## config.mk

```make
export PLATFORM = sky130hd
export DESIGN_NAME = sdram_bank_tracker_flat
export DESIGN_NICKNAME = d
export VERILOG_FILES = /design/src/rtl/sdram_bank_tracker_if.sv /design/src/rtl/sdram_bank_tracker.sv /design/src/flat_wrapper.sv
export SDC_FILE = /design/constraint.sdc
export NUM_CORES = 1
export LEC_CHECK = 0
export ABC_AREA = 1
export CORE_UTILIZATION = 41
export CTS_BUF_LIST = sky130_fd_sc_hd__clkbuf_4
export CTS_CLUSTER_DIAMETER = 200
export CTS_CLUSTER_SIZE = 20
export DETAILED_ROUTE_END_ITERATION = 7
export PLACE_DENSITY_LB_ADDON = 0.2
export SLEW_MARGIN = 20
export SYNTH_ARGS = -nofsm -noshare
export SYNTH_HDL_FRONTEND = slang
export SYNTH_SLANG_ARGS = --single-unit
```

## constraint.sdc

```tcl
create_clock -name clk -period 11.1 [get_ports clk]
set_input_delay 1.11 -clock clk [delete_from_list [all_inputs] [get_ports clk]]
set_output_delay 1.11 -clock clk [all_outputs]
set_load 0.02 [all_outputs]
```

## src/rtl/sdram_bank_tracker_if.sv

```systemverilog
// SDRAM command/address pin bundle shared by the controller under test (master)
// and passive monitors such as sdram_bank_tracker (slave).
interface sdram_bank_tracker_if #(
    parameter int addr_bits = 12,
    parameter int ba_bits   = 2
);
    logic                 cke;
    logic                 csn;
    logic                 rasn;
    logic                 casn;
    logic                 wen;
    logic [addr_bits-1:0] addr;
    logic [ba_bits-1:0]   ba;

    modport master (output cke, csn, rasn, casn, wen, addr, ba);
    modport slave  (input  cke, csn, rasn, casn, wen, addr, ba);
endinterface

```

## src/rtl/sdram_bank_tracker.sv

```systemverilog
// Passive SDRAM command monitor: decodes the pin bundle, tracks per-bank open/row state,
// captures the mode register and reports the highest-priority timing/protocol violation.
module sdram_bank_tracker #(
    parameter int addr_bits = 12,
    parameter int ba_bits   = 2,
    parameter int T_RCD     = 3,
    parameter int T_RP      = 3,
    parameter int T_RAS     = 6,
    parameter int T_RFC     = 9,
    parameter int T_REFI    = 780
) (
    input  logic                              clk,
    input  logic                              rst,
    sdram_bank_tracker_if.slave               i_sdram,
    output logic [2:0]                        o_cmd,
    output logic                              o_cmd_vld,
    output logic [(2**ba_bits)-1:0]           o_bank_open,
    output logic [(2**ba_bits)*addr_bits-1:0] o_open_row,
    output logic [addr_bits-1:0]              o_mode_reg,
    output logic                              o_mode_vld,
    output logic                              o_err_vld,
    output logic [3:0]                        o_err_code,
    output logic [15:0]                       o_err_cnt
);
    localparam int NB = 2**ba_bits;
    localparam int CW = $clog2(T_REFI + 1) + 1;

    localparam logic [CW-1:0] C_MAX  = '1;
    localparam logic [CW-1:0] C_ONE  = CW'(1);
    localparam logic [CW-1:0] L_RCD  = CW'(T_RCD);
    localparam logic [CW-1:0] L_RP   = CW'(T_RP);
    localparam logic [CW-1:0] L_RAS  = CW'(T_RAS);
    localparam logic [CW-1:0] L_RFC  = CW'(T_RFC);
    localparam logic [CW-1:0] L_REFI = CW'(T_REFI);

    localparam logic [2:0] CMD_NOP  = 3'd0;
    localparam logic [2:0] CMD_ACT  = 3'd1;
    localparam logic [2:0] CMD_RD   = 3'd2;
    localparam logic [2:0] CMD_WR   = 3'd3;
    localparam logic [2:0] CMD_PRE  = 3'd4;
    localparam logic [2:0] CMD_PALL = 3'd5;
    localparam logic [2:0] CMD_REF  = 3'd6;
    localparam logic [2:0] CMD_MRS  = 3'd7;

    logic [2:0]                  r_cmd;
    logic                        r_cmd_vld;
    logic [NB-1:0]               r_bank_open;
    logic [NB*addr_bits-1:0]     r_open_row;
    logic [addr_bits-1:0]        r_mode_reg;
    logic                        r_mode_vld;
    logic                        r_err_vld;
    logic [3:0]                  r_err_code;
    logic [15:0]                 r_err_cnt;
    logic                        r_refi_pend;
    logic [CW-1:0]               r_act_cnt [NB];
    logic [CW-1:0]               r_pre_cnt [NB];
    logic [CW-1:0]               r_ref_cnt;
    logic [CW-1:0]               r_refi_cnt;

    logic [2:0]                  w_cmd;
    logic [ba_bits-1:0]          w_ba;
    logic [NB-1:0]               w_ba_hot;
    logic                        w_ras_any;
    logic [3:0]                  w_cmd_err;
    logic                        w_refi_exp;
    logic                        w_refi_due;
    logic [3:0]                  w_err_code;

    function automatic logic [CW-1:0] f_inc(input logic [CW-1:0] v);
        return (v == C_MAX) ? v : v + 1'b1;
    endfunction

    assign w_ba     = i_sdram.ba;
    assign w_ba_hot = {{(NB-1){1'b0}}, 1'b1} << w_ba;

    // Burst terminate (110) and deselect/clock-disabled cycles all look like NOP.
    always_comb begin
        w_cmd = CMD_NOP;
        if (i_sdram.cke && !i_sdram.csn) begin
            case ({i_sdram.rasn, i_sdram.casn, i_sdram.wen})
                3'b011:  w_cmd = CMD_ACT;
                3'b101:  w_cmd = CMD_RD;
                3'b100:  w_cmd = CMD_WR;
                3'b010:  w_cmd = i_sdram.addr[10] ? CMD_PALL : CMD_PRE;
                3'b001:  w_cmd = CMD_REF;
                3'b000:  w_cmd = CMD_MRS;
                default: w_cmd = CMD_NOP;
            endcase
        end
    end

    // Each command can only raise its own subset of codes; order inside a branch is the priority.
    always_comb begin
        w_ras_any = 1'b0;
        for (int b = 0; b < NB; b++) begin
            if (r_bank_open[b] && (r_act_cnt[b] < L_RAS)) w_ras_any = 1'b1;
        end
        w_cmd_err = 4'd0;
        case (w_cmd)
            CMD_ACT: begin
                if (r_bank_open[w_ba])              w_cmd_err = 4'd1;
                else if (r_pre_cnt[w_ba] < L_RP)    w_cmd_err = 4'd5;
                else if (r_ref_cnt < L_RFC)         w_cmd_err = 4'd7;
            end
            CMD_RD, CMD_WR: begin
                if (!r_bank_open[w_ba])             w_cmd_err = 4'd2;
                else if (r_act_cnt[w_ba] < L_RCD)   w_cmd_err = 4'd3;
            end
            CMD_PRE: begin
                if (r_bank_open[w_ba] && (r_act_cnt[w_ba] < L_RAS)) w_cmd_err = 4'd4;
            end
            CMD_PALL: begin
                if (w_ras_any)                      w_cmd_err = 4'd4;
            end
            CMD_REF: begin
                if (|r_bank_open)                   w_cmd_err = 4'd6;
                else if (r_ref_cnt < L_RFC)         w_cmd_err = 4'd7;
            end
            CMD_MRS: begin
                if (|r_bank_open)                   w_cmd_err = 4'd8;
            end
            default: w_cmd_err = 4'd0;
        endcase
    end

    // A refresh expiry that collides with a command error is parked for one cycle.
    assign w_refi_exp = r_mode_vld && (w_cmd != CMD_REF) && (r_refi_cnt >= L_REFI);
    assign w_refi_due = w_refi_exp || r_refi_pend;
    assign w_err_code = (w_cmd_err != 4'd0) ? w_cmd_err : (w_refi_due ? 4'd9 : 4'd0);

    always_ff @(posedge clk or posedge rst) begin
        if (rst) begin
            r_cmd       <= CMD_NOP;
            r_cmd_vld   <= 1'b0;
            r_bank_open <= '0;
            r_open_row  <= '0;
            r_mode_reg  <= '0;
            r_mode_vld  <= 1'b0;
            r_err_vld   <= 1'b0;
            r_err_code  <= 4'd0;
            r_err_cnt   <= 16'd0;
            r_refi_pend <= 1'b0;
            r_ref_cnt   <= C_MAX;
            r_refi_cnt  <= C_MAX;
            for (int b = 0; b < NB; b++) begin
                r_act_cnt[b] <= C_MAX;
                r_pre_cnt[b] <= C_MAX;
            end
        end else begin
            r_cmd     <= w_cmd;
            r_cmd_vld <= (w_cmd != CMD_NOP);

            r_ref_cnt <= (w_cmd == CMD_REF) ? C_ONE : f_inc(r_ref_cnt);
            if ((w_cmd == CMD_REF) || w_refi_exp || ((w_cmd == CMD_MRS) && !r_mode_vld))
                r_refi_cnt <= C_ONE;
            else
                r_refi_cnt <= f_inc(r_refi_cnt);

            for (int b = 0; b < NB; b++) begin
                r_act_cnt[b] <= ((w_cmd == CMD_ACT) && w_ba_hot[b]) ? C_ONE : f_inc(r_act_cnt[b]);
                r_pre_cnt[b] <= (((w_cmd == CMD_PRE) && w_ba_hot[b]) || (w_cmd == CMD_PALL))
                                ? C_ONE : f_inc(r_pre_cnt[b]);
                if ((w_cmd == CMD_ACT) && w_ba_hot[b])
                    r_open_row[b*addr_bits +: addr_bits] <= i_sdram.addr;
            end

            if (w_cmd == CMD_PALL)     r_bank_open <= '0;
            else if (w_cmd == CMD_PRE) r_bank_open <= r_bank_open & ~w_ba_hot;
            else if (w_cmd == CMD_ACT) r_bank_open <= r_bank_open | w_ba_hot;

            if (w_cmd == CMD_MRS) begin
                r_mode_reg <= i_sdram.addr;
                r_mode_vld <= 1'b1;
            end

            r_err_vld   <= (w_err_code != 4'd0);
            r_refi_pend <= (w_cmd_err != 4'd0) && w_refi_due;
            if (w_err_code != 4'd0) begin
                r_err_code <= w_err_code;
                if (r_err_cnt != 16'hFFFF) r_err_cnt <= r_err_cnt + 16'd1;
            end
        end
    end

    assign o_cmd       = r_cmd;
    assign o_cmd_vld   = r_cmd_vld;
    assign o_bank_open = r_bank_open;
    assign o_open_row  = r_open_row;
    assign o_mode_reg  = r_mode_reg;
    assign o_mode_vld  = r_mode_vld;
    assign o_err_vld   = r_err_vld;
    assign o_err_code  = r_err_code;
    assign o_err_cnt   = r_err_cnt;
endmodule

```

## src/flat_wrapper.sv

```systemverilog
// flat-port wrapper written by rule: the top's interface ports become plain ports
module sdram_bank_tracker_flat 
#(
    parameter int addr_bits = 12,
    parameter int ba_bits   = 2,
    parameter int T_RCD     = 3,
    parameter int T_RP      = 3,
    parameter int T_RAS     = 6,
    parameter int T_RFC     = 9,
    parameter int T_REFI    = 780
)
  (clk, rst, o_cmd, o_cmd_vld, o_bank_open, o_open_row, o_mode_reg, o_mode_vld, o_err_vld, o_err_code, o_err_cnt, i_sdram_cke, i_sdram_csn, i_sdram_rasn, i_sdram_casn, i_sdram_wen, i_sdram_addr, i_sdram_ba);
  sdram_bank_tracker_if #(.addr_bits(addr_bits), .ba_bits(ba_bits)) i_sdram_i ();
  input  logic clk;
  input  logic rst;
  output logic [2:0] o_cmd;
  output logic o_cmd_vld;
  output logic [(2**ba_bits)-1:0] o_bank_open;
  output logic [(2**ba_bits)*addr_bits-1:0] o_open_row;
  output logic [addr_bits-1:0] o_mode_reg;
  output logic o_mode_vld;
  output logic o_err_vld;
  output logic [3:0] o_err_code;
  output logic [15:0] o_err_cnt;
  input wire logic [$bits(i_sdram_i.cke)-1:0] i_sdram_cke;
  input wire logic [$bits(i_sdram_i.csn)-1:0] i_sdram_csn;
  input wire logic [$bits(i_sdram_i.rasn)-1:0] i_sdram_rasn;
  input wire logic [$bits(i_sdram_i.casn)-1:0] i_sdram_casn;
  input wire logic [$bits(i_sdram_i.wen)-1:0] i_sdram_wen;
  input wire logic [$bits(i_sdram_i.addr)-1:0] i_sdram_addr;
  input wire logic [$bits(i_sdram_i.ba)-1:0] i_sdram_ba;
  assign i_sdram_i.cke = i_sdram_cke;
  assign i_sdram_i.csn = i_sdram_csn;
  assign i_sdram_i.rasn = i_sdram_rasn;
  assign i_sdram_i.casn = i_sdram_casn;
  assign i_sdram_i.wen = i_sdram_wen;
  assign i_sdram_i.addr = i_sdram_addr;
  assign i_sdram_i.ba = i_sdram_ba;
  sdram_bank_tracker #(.addr_bits(addr_bits), .ba_bits(ba_bits), .T_RCD(T_RCD), .T_RP(T_RP), .T_RAS(T_RAS), .T_RFC(T_RFC), .T_REFI(T_REFI)) u_core (.clk(clk), .rst(rst), .i_sdram(i_sdram_i), .o_cmd(o_cmd), .o_cmd_vld(o_cmd_vld), .o_bank_open(o_bank_open), .o_open_row(o_open_row), .o_mode_reg(o_mode_reg), .o_mode_vld(o_mode_vld), .o_err_vld(o_err_vld), .o_err_code(o_err_code), .o_err_cnt(o_err_cnt));
endmodule
```

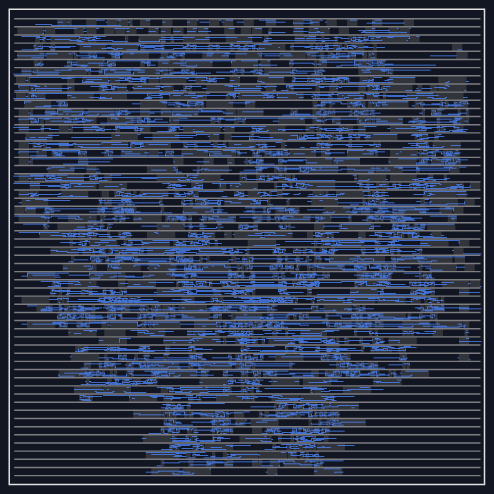
Fig. 1. M1 wires.
Drawn at 3 px/micron. Supply wires on this layer in grey. Cells faint in the background.
- longest straight run: 51.3 microns
- main direction: horizontal
met1 track utilization from global routing: 0.266
WL final: 22.6 mm
total via count after detailed routing: 8146

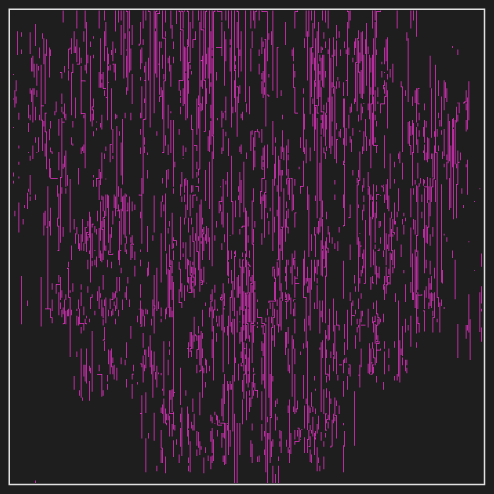
Fig. 2. Metal 2.
Drawn at 3 px/micron.
- longest straight run: 49.3 microns
- share of all routed wire: 45%
met2 track utilization from global routing: 0.301

==> reports/qor.rpt <==
WORST SETUP PATH
------------------------------------------------------------------------------------
Crit Reg-Reg Endpoint                                                   u_core.o_err_cnt[7]
Critical Path Sink                                                      u_core.o_err_cnt[7]
Launch point of the critical path                                       i_sdram_ba[0]
Arrival time at the worst endpoint                                           4.09 ns
Kind of launch point of the worst setup path                            primary input
Flop-to-flop setup slack                                                     8.37 ns
Largest stage delay on the critical path                                     0.76 ns
Most numerous cell on the critical path                                 sky130_fd_sc_hd__nand2_1
Cell-by-cell listing of the critical path                               clkdlybuf4s50_1 -> inv_2 -> nor2_2 -> nand2_1 -> nand2_1 -> nor2_1 -> a21oi_1 -> nand2_1 -> a21oi_1 -> nand2_1 -> nor2_2 -> nand3_2 -> nand2_2 -> nand2_1 -> nand2_1
Critical register-to-register path startpoint                           u_core.o_bank_open[3]
Worst Reg-to-Reg Cells                                                            11
Critical path data required time                                            11.67 ns
Depth of the critical timing path with buffers and inverters included             15
CP Capture Type                                                            flip-flop
Worst setup path category                                                  in -> reg
Cell class contributing the biggest share of worst-path delay           simple AND/OR/NAND/NOR gates
Worst-path cell with the longest stage delay                            sky130_fd_sc_hd__clkdlybuf4s50_1
Buffer and inverter count on the worst path                                        2

PLACEMENT
------------------------------------------------------------------------------------
Cell total after placement                                                      1652
Standard cell area after detailed placement                             0.0114 sq mm
Port-buffer cells                                                                110
Final GP Congestion                                                            0.849
Post-DP HPWL                                                                 16.4 mm

STA
------------------------------------------------------------------------------------
FMAX                                                                       0.284 GHz
Total Neg Setup Slack                                                           0 ns
Largest clock skew in the final design                                     0.0589 ns
Slew @ Worst Pin                                                            0.949 ns
Final period utilization                                                       0.318
Unrepaired setup endpoints after global routing                                   no
Minimum clock period after layout                                            3.53 ns
Hold Vio Cnt, Final                                                                0
Worst slew slack as a fraction of its limit                                    0.365
Final count of negative-setup-slack endpoints                                      0
Worst hold slack                                                            0.484 ns
Pins Over Slew Limit                                                               0

GRT
------------------------------------------------------------------------------------
Initial antenna violation count                                                    2
Global-route wire length before repair                                       38.0 mm
Maximum number of pins on one net before global-route repair                     126
Tot GR Track Use                                                               0.188
Overall overflow remaining after global route                                      0
Vias in the first global route                                                  7669

FINISH
------------------------------------------------------------------------------------
Post-Layout Inst Area                                                   0.0116 sq mm
Share of cells above drive strength 1                                          0.111
Fin nets                                                                        1382
Signed area change from the synthesized netlist to the final layout            16.1%
Post-Layout Cell Count                                                          1677
Largest register FFs                                                              48

DETAILED ROUTING
------------------------------------------------------------------------------------
Via density per instance                                                        4.86
Wirelength per Cell                                                     13.5 microns
Final routed DRC violation total                                                   0
Post-route antenna net violation count                                             0
Starting DRT DRC Count                                                           427
Number of optimization iterations in the first detailed-route pass                 5

CTS
------------------------------------------------------------------------------------
CTS H-Tree Depth                                                                   1
Hold buffer count at cts                                                           0
Clock Latency Late Sink                                                      0.62 ns
Cts bufs inserted                                                                 14
CTS Root Cell                                                           sky130_fd_sc_hd__clkbuf_4
Cts repair resizes                                                                 0
Clock tree from TritonCTS                                                      built
Deepest clock path buffer count                                                    3
Buffer count from post-CTS setup fixing                                            0
CTS clk-pin slew, worst paths                                                0.20 ns

SYNTH
------------------------------------------------------------------------------------
Yosys stat area                                                         0.00997 sq mm
Most common flop cell mapped by yosys                                   sky130_fd_sc_hd__dfstp_2
Flip-flop and latch count after synthesis                                        201
Post-synth tally of flip-flops with integrated enable                              0
Post-synth net total                                                            1276
Async SR Flop Fraction                                                          1.00
Seq/Total Area, Yosys                                                          0.518
Post-Synthesis Cell Area                                                0.00997 sq mm
Tally of yosys warning messages                                                    0
Count of unique library cells instantiated by Yosys                               36
Instance tally after logic synthesis                                            1243
Average footprint of a synthesized cell                                   8.02 sq um

DIE
------------------------------------------------------------------------------------
Width of the die                                                         158 microns
Standard cell core area                                                 0.0237 sq mm
Chip Height                                                              158 microns
Top-level port count                                                             111
Std-Cell Rows                                                                     56
Initial core utilization                                                       0.421

POWER AND IR DROP
------------------------------------------------------------------------------------
Power per cell area                                                      190 mW/mm^2
Total leakage power                                                          5.31 nW
Maximum vdd ir drop                                                          97.4 uV

RUN STATUS
------------------------------------------------------------------------------------
Result of the run                                                       complete, no violations

FLOW RUN
------------------------------------------------------------------------------------
Max-cap check violation count                                                      0
Number of OpenROAD warnings                                                       30

HOLD PATH
------------------------------------------------------------------------------------
Worst hold-check path type                                                reg -> reg

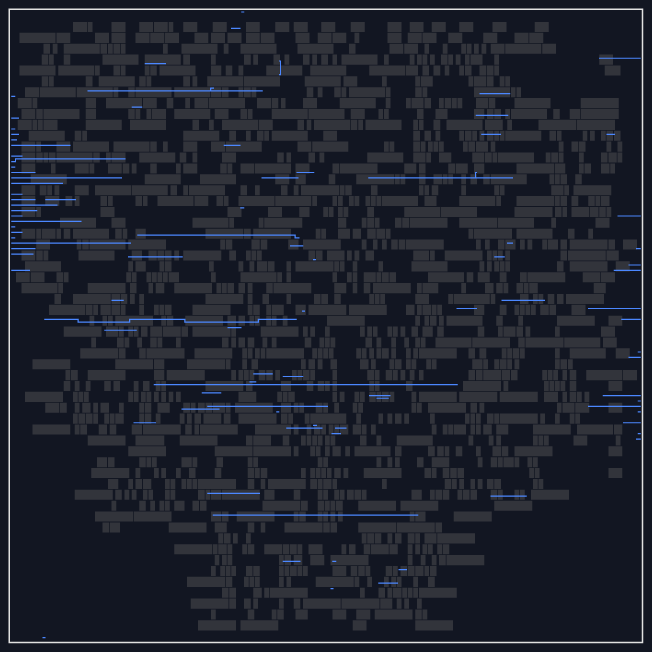
Fig. 3. Met3 routing.
Drawn at 4 px/micron. Cells faint in the background.
- share of all routed wire: 3.6%
- main direction: horizontal
- nets with wire on the layer: 77
- wire length on this layer: 807 microns
GRT met3 Usage: 0.0268

## synth_stat cells (all sizes together) (3+ instances only)
| library cell | count | area [sq um] |
|---|---|---|
| nand4 | 16 | 100 |
| a21oi | 55 | 275 |
| inv | 153 | 574 |
| a31oi | 8 | 50.1 |
| nand3 | 85 | 440 |
| o21a | 3 | 22.5 |
| xnor2 | 13 | 114 |
| xor2 | 19 | 166 |
| nand2 | 314 | 1180 |
| o21ai | 139 | 696 |
| buf | 5 | 46.3 |
| dfrtp | 91 | 2280 |
| clkbuf | 16 | 60.1 |
| a211oi | 7 | 52.6 |
| nor2 | 142 | 543 |
| dfstp | 110 | 2890 |
| ha | 12 | 150 |
| nor4 | 10 | 62.6 |
| nor3 | 32 | 160 |
## worst min path at each step
stage,start,end,slack [ns],depth (start not counted)
2_1_floorplan,u_core.r_ref_cnt[9],u_core.r_ref_cnt[9],0.44,2
3_3_place_gp,u_core.r_act_cnt[27],u_core.r_act_cnt[27],0.46,2
3_5_place_dp,u_core.r_act_cnt[27],u_core.r_act_cnt[27],0.46,2
4_1_cts,u_core.r_act_cnt[27],u_core.r_act_cnt[27],0.48,2
5_1_grt,u_core.r_ref_cnt[9],u_core.r_ref_cnt[9],0.52,2
6_report,u_core.r_act_cnt[27],u_core.r_act_cnt[27],0.48,2
## power by group
group	leakage (nW)	internal [mW]	switching, mW	total [mW]
sequential	2.37	1.02	0.188	1.21
clock	0.116	0.0981	0.231	0.329
combinational	2.83	0.281	0.382	0.664
total	5.31	1.40	0.801	2.20
## metrics by stage
stage          setup WS [ns]  utilization  power, mW
2_1_floorplan           4.69            -       1.65
3_3_place_gp            6.98        0.480       1.87
3_5_place_dp            6.85        0.480       1.89
4_1_cts                 7.57        0.489       2.23
5_1_grt                 7.15        0.489       2.38
6_report                7.57        0.489       2.20
## cell families after synthesis
logic type | Yosys count | synth area share
buffers and inverters | 174 | 0.0683
DFF | 201 | 0.518
xor gates and xnor gates | 32 | 0.0281
and+or+nand+nor | 605 | 0.254
AOI/OAI and AO/OA | 219 | 0.116
adders and majority gates | 12 | 0.0151
## final cells by class
| class | instances | area (sq um) |
|---|---|---|
| Antenna cell | 1 | 2.50 |
| Multi-Input combinational cell | 868 | 4120 |
| Clock inverter | 1 | 20.0 |
| Inverter | 153 | 582 |
| Tap cell | 319 | 399 |
| Fill cell | 2404 | 12100 |
| Sequential cell | 201 | 5170 |
| Clock buffer | 23 | 173 |
| Timing Repair Buffer | 111 | 1110 |
## worst min-delay path: cells and delay by family (launching register included)
kind	cells	cell delay, ns
DFF	1	0.42
AOI/OAI and AO/OA	1	0.05
buffers and inverters	1	0.04
## routing by layer
layer	vias up	wire [microns]	track usage
met5	-	13	0
met4	2	414	0.0476
met3	29	807	0.0268
met2	128	10100	0.301
met1	3745	11200	0.266
li1	4242	-	-
## layout by cell type (no fill, tap or decap), drive strengths merged, types with 16 or more instances in the layout
cell type      count
inv              154
nand3             85
nand2            314
o21ai            139
xor2              19
dfrtp             91
clkbuf            23
nor2             142
nor3              32
nand4             16
clkdlybuf4s50    110
dfstp            110
a21oi             55
Power and IR drop assume default switching activity.
